Congestion heat map:
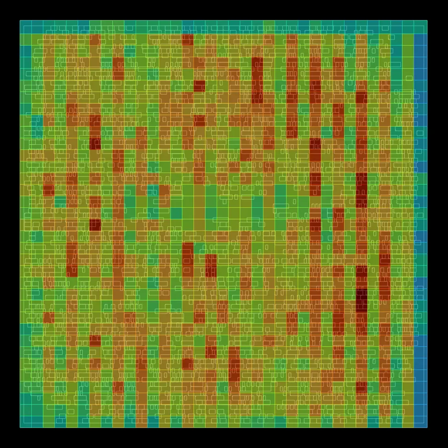
Pin map:
Pins as bars across the die edge, other pins in grey.
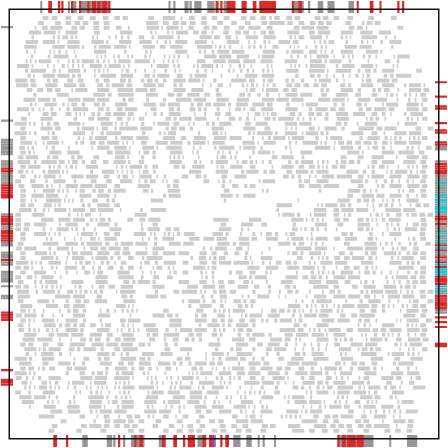
Metal layers overlaid:
Two of the layers only.
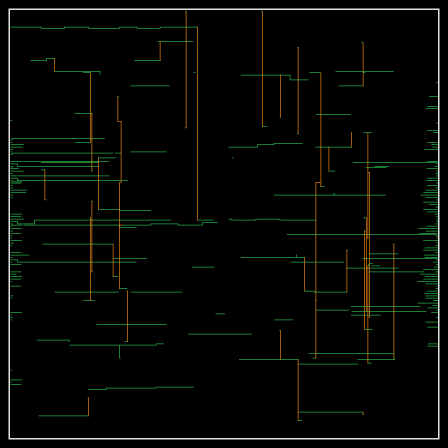
Clock network drawn from the DEF:
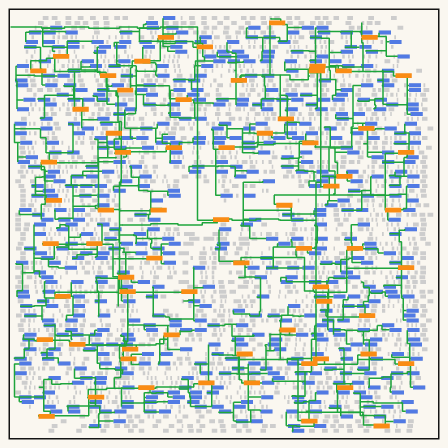
--- src/rtl/benes_cfg_loader.sv ---
// benes_cfg_loader: stages Benes switch words (module plane, then slot plane) in shadow registers and
// applies them atomically on commit. Define BENES_CFG_PARITY_EN to add per-word even-parity checking.
module benes_cfg_loader #(
  parameter int SWITCH_NUM = 16,
  parameter int STAGE_NUM  = 9
) (
  input  logic                  clk,
  input  logic                  rst,
  input  logic                  i_cfg_start,
  input  logic                  i_cfg_valid,
  output logic                  o_cfg_ready,
  input  logic [SWITCH_NUM-1:0] i_cfg_word,
`ifdef BENES_CFG_PARITY_EN
  input  logic                  i_cfg_parity,
  output logic                  o_cfg_err,
`endif
  input  logic                  i_commit,
  output logic [SWITCH_NUM-1:0] o_module_select [0:STAGE_NUM-1],
  output logic [SWITCH_NUM-1:0] o_slot_select   [0:STAGE_NUM-1],
  output logic                  o_cfg_busy,
  output logic                  o_cfg_pend,
  output logic                  o_cfg_update
);

  localparam int CNT_W = (STAGE_NUM > 1) ? $clog2(STAGE_NUM) : 1;
  localparam logic [CNT_W-1:0] CNT_LAST = CNT_W'(STAGE_NUM - 1);

  typedef enum logic [1:0] {
    ST_IDLE,
    ST_LOAD_MOD,
    ST_LOAD_SLOT,
    ST_PEND
  } state_t;

  state_t           state_q, state_d;
  logic [CNT_W-1:0] cnt_q, cnt_d;
  logic             ready_q, busy_q, pend_q, update_q;
  logic             hs, word_ok, cnt_last, commit_fire, wr_mod, wr_slot;

`ifdef BENES_CFG_PARITY_EN
  logic err_q;
  assign word_ok   = ~(^{i_cfg_word, i_cfg_parity});
  assign o_cfg_err = err_q;
`else
  assign word_ok = 1'b1;
`endif

  // ready_q is high exactly while in a LOAD state, so it doubles as the state qualifier here
  assign hs          = i_cfg_valid & ready_q;
  assign cnt_last    = (cnt_q == CNT_LAST);
  assign commit_fire = i_commit & (state_q == ST_PEND);
  // A start in the same cycle discards the handshaken word
  assign wr_mod      = hs & ~i_cfg_start & word_ok & (state_q == ST_LOAD_MOD);
  assign wr_slot     = hs & ~i_cfg_start & word_ok & (state_q == ST_LOAD_SLOT);

  always_comb begin
    state_d = state_q;
    cnt_d   = cnt_q;
    if (i_cfg_start) begin
      state_d = ST_LOAD_MOD;
      cnt_d   = '0;
    end else begin
      unique case (state_q)
        ST_LOAD_MOD, ST_LOAD_SLOT: begin
          if (hs) begin
            if (!word_ok) begin
              state_d = ST_IDLE;
              cnt_d   = '0;
            end else if (cnt_last) begin
              state_d = (state_q == ST_LOAD_MOD) ? ST_LOAD_SLOT : ST_PEND;
              cnt_d   = '0;
            end else begin
              cnt_d = cnt_q + CNT_W'(1);
            end
          end
        end
        ST_PEND: begin
          if (i_commit) state_d = ST_IDLE;
        end
        default: ;
      endcase
    end
  end

  always_ff @(posedge clk) begin
    if (rst) begin
      state_q  <= ST_IDLE;
      cnt_q    <= '0;
      ready_q  <= 1'b0;
      busy_q   <= 1'b0;
      pend_q   <= 1'b0;
      update_q <= 1'b0;
`ifdef BENES_CFG_PARITY_EN
      err_q    <= 1'b0;
`endif
    end else begin
      state_q  <= state_d;
      cnt_q    <= cnt_d;
      ready_q  <= (state_d == ST_LOAD_MOD) || (state_d == ST_LOAD_SLOT);
      busy_q   <= (state_d == ST_LOAD_MOD) || (state_d == ST_LOAD_SLOT);
      pend_q   <= (state_d == ST_PEND);
      update_q <= commit_fire;
`ifdef BENES_CFG_PARITY_EN
      if (i_cfg_start)         err_q <= 1'b0;
      else if (hs && !word_ok) err_q <= 1'b1;
`endif
    end
  end

  assign o_cfg_ready  = ready_q;
  assign o_cfg_busy   = busy_q;
  assign o_cfg_pend   = pend_q;
  assign o_cfg_update = update_q;

  // Per-stage shadow and active registers; active copies all stages on the commit edge only
  genvar gi;
  generate
    for (gi = 0; gi < STAGE_NUM; gi++) begin : g_stage
      logic [SWITCH_NUM-1:0] shadow_mod_q, shadow_slot_q;
      logic [SWITCH_NUM-1:0] active_mod_q, active_slot_q;

      always_ff @(posedge clk) begin
        if (rst) begin
          shadow_mod_q  <= '0;
          shadow_slot_q <= '0;
          active_mod_q  <= '0;
          active_slot_q <= '0;
        end else begin
          if (wr_mod && (cnt_q == CNT_W'(gi)))  shadow_mod_q  <= i_cfg_word;
          if (wr_slot && (cnt_q == CNT_W'(gi))) shadow_slot_q <= i_cfg_word;
          if (commit_fire) begin
            active_mod_q  <= shadow_mod_q;
            active_slot_q <= shadow_slot_q;
          end
        end
      end

      assign o_module_select[gi] = active_mod_q;
      assign o_slot_select[gi]   = active_slot_q;
    end
  endgenerate

endmodule

--- config.mk ---
export PLATFORM = sky130hd
export DESIGN_NAME = benes_cfg_loader
export DESIGN_NICKNAME = d
export VERILOG_FILES = /design/src/rtl/benes_cfg_loader.sv
export SDC_FILE = /design/constraint.sdc
export NUM_CORES = 1
export LEC_CHECK = 0
export CAP_MARGIN = 20
export CELL_PAD_IN_SITES_DETAIL_PLACEMENT = 1
export CELL_PAD_IN_SITES_GLOBAL_PLACEMENT = 1
export CORE_MARGIN = 2
export CORE_UTILIZATION = 38
export CTS_CLUSTER_DIAMETER = 100
export DETAILED_ROUTE_END_ITERATION = 12
export GPL_TIMING_DRIVEN = 0
export PLACE_DENSITY_LB_ADDON = 0.1
export SLEW_MARGIN = 30
export SYNTH_ARGS = -nofsm -noshare
export SYNTH_HDL_FRONTEND = slang
export SYNTH_SLANG_ARGS = --single-unit
export TNS_END_PERCENT = 5
--- constraint.sdc ---
create_clock -name clk -period 5.6 [get_ports clk]
set_input_delay 1.12 -clock clk [delete_from_list [all_inputs] [get_ports clk]]
set_output_delay 1.12 -clock clk [all_outputs]
set_load 0.01 [all_outputs]
==> GITHUB_STEP_SUMMARY <==
### Yosys + OpenROAD results

| Metric | Value |
|---|---|
| Synthesized registers | `585` |
| Netlist area before placement | `21600 sq um` |
| Portion of the clock cycle consumed by the worst path in the final layout | `50.9%` |
| Sequential share of cell area | `42.0%` |
| Hold buffer count at CTS | `0` |
| Leading cell type by number of instances after synthesis | `sky130_fd_sc_hd__dfxtp_1` |
| WL met3 | `2920 um` |
| Result of the run | `completed` |
| Worst path depth | `2` |
| Pin count of the biggest net entering global routing | `14` |
| Area enclosed by the die boundary | `58800 sq um` |
| Wl on met1 | `30900 um` |
| HPWL after detailed placement | `48000 um` |
| Area added between synthesis and finish | `28.8%` |
| Via density per instance | `4.83` |
| Antenna violations before repair | `0` |
| Number of inserted filler cells in the final layout | `6462` |
| Slowest stage delay, CP | `0.52 ns` |
| Sequential-cell power consumption | `0.00417 W` |
| Proportion of power drawn by flip-flops and latches | `48.0%` |
| GRT busiest layer | `met2` |
| Net switching power figure | `0.00192 W` |
| Tool warnings | `32` |
| Cells on Worst Hold Path | `2` |
| Cells along the critical path | `buf_4 -> clkdlybuf4s50_1` |
| Met2 Routed Length | `34200 um` |
| Comb area share | `32.4%` |
| Top class by area | `sequential cells` |
| Placer Congestion | `0.791` |
| DRC violation count after routing | `0` |
| Number of antenna diodes | `0` |
| Proportion of netlist area held by the largest area contributor | `54.1%` |
| Fraction of synthesis flops using an asynchronous set or reset pin | `0%` |
| Clock buffers | `100` |
| Leading area contributor after synthesis | `sky130_fd_sc_hd__dfxtp_1` |
| Crit-path max FO | `7` |
| Biggest consumer | `the clock network` |
| Remaining max-slew budget at the tightest pin | `32.5%` |
| Adder and majority cell fraction of the synthesized area | `0.521%` |
| Power density over the cells | `311 nW/um^2` |
| RSZ-0062 raised after global routing | `no` |
| CP Launch Type | `flop` |
| Part of the power in combinational logic | `2.8%` |
Back to the opening pictures, 'congestion heat map':
overall global routing resource usage: 23.0%
met1 routing resource usage after global routing: 28.7%
routed len/inst: 19.9 um
met2 Usage GRT: 40.7%
fraction of the core area covered by cells at the end of the flow: 49.4%

Back to the opening pictures, 'pin map':
Key: purple = `i_cfg_valid` [pins 1, direction input, edge bottom]; red = `o_slot_select` [pins 144, direction output, edge 46 top, 37 right, 35 bottom, 26 left]; cyan = `i_cfg_word` [pins 16, direction input, edge right]
die height: 243 um
number of port buffers: 311
die outline width: 243 um

Back to the opening pictures, 'metal layers overlaid':
Key: green = met3 [wire length 2920 um]; orange = met4 [wire length 1380 um]
vias after detailed routing: 16844
total wirelength of the detailed-routed design: 69400 um

Back to the opening pictures, 'clock network drawn from the DEF':
Key: orange = cells driving clock nets [count 67]; blue = flip-flops [count 585]; green = clock wires [length 7680 um]
Position of the flops: spread over the die.

Power figures rest on the tool's default switching activity, not on a simulated workload.
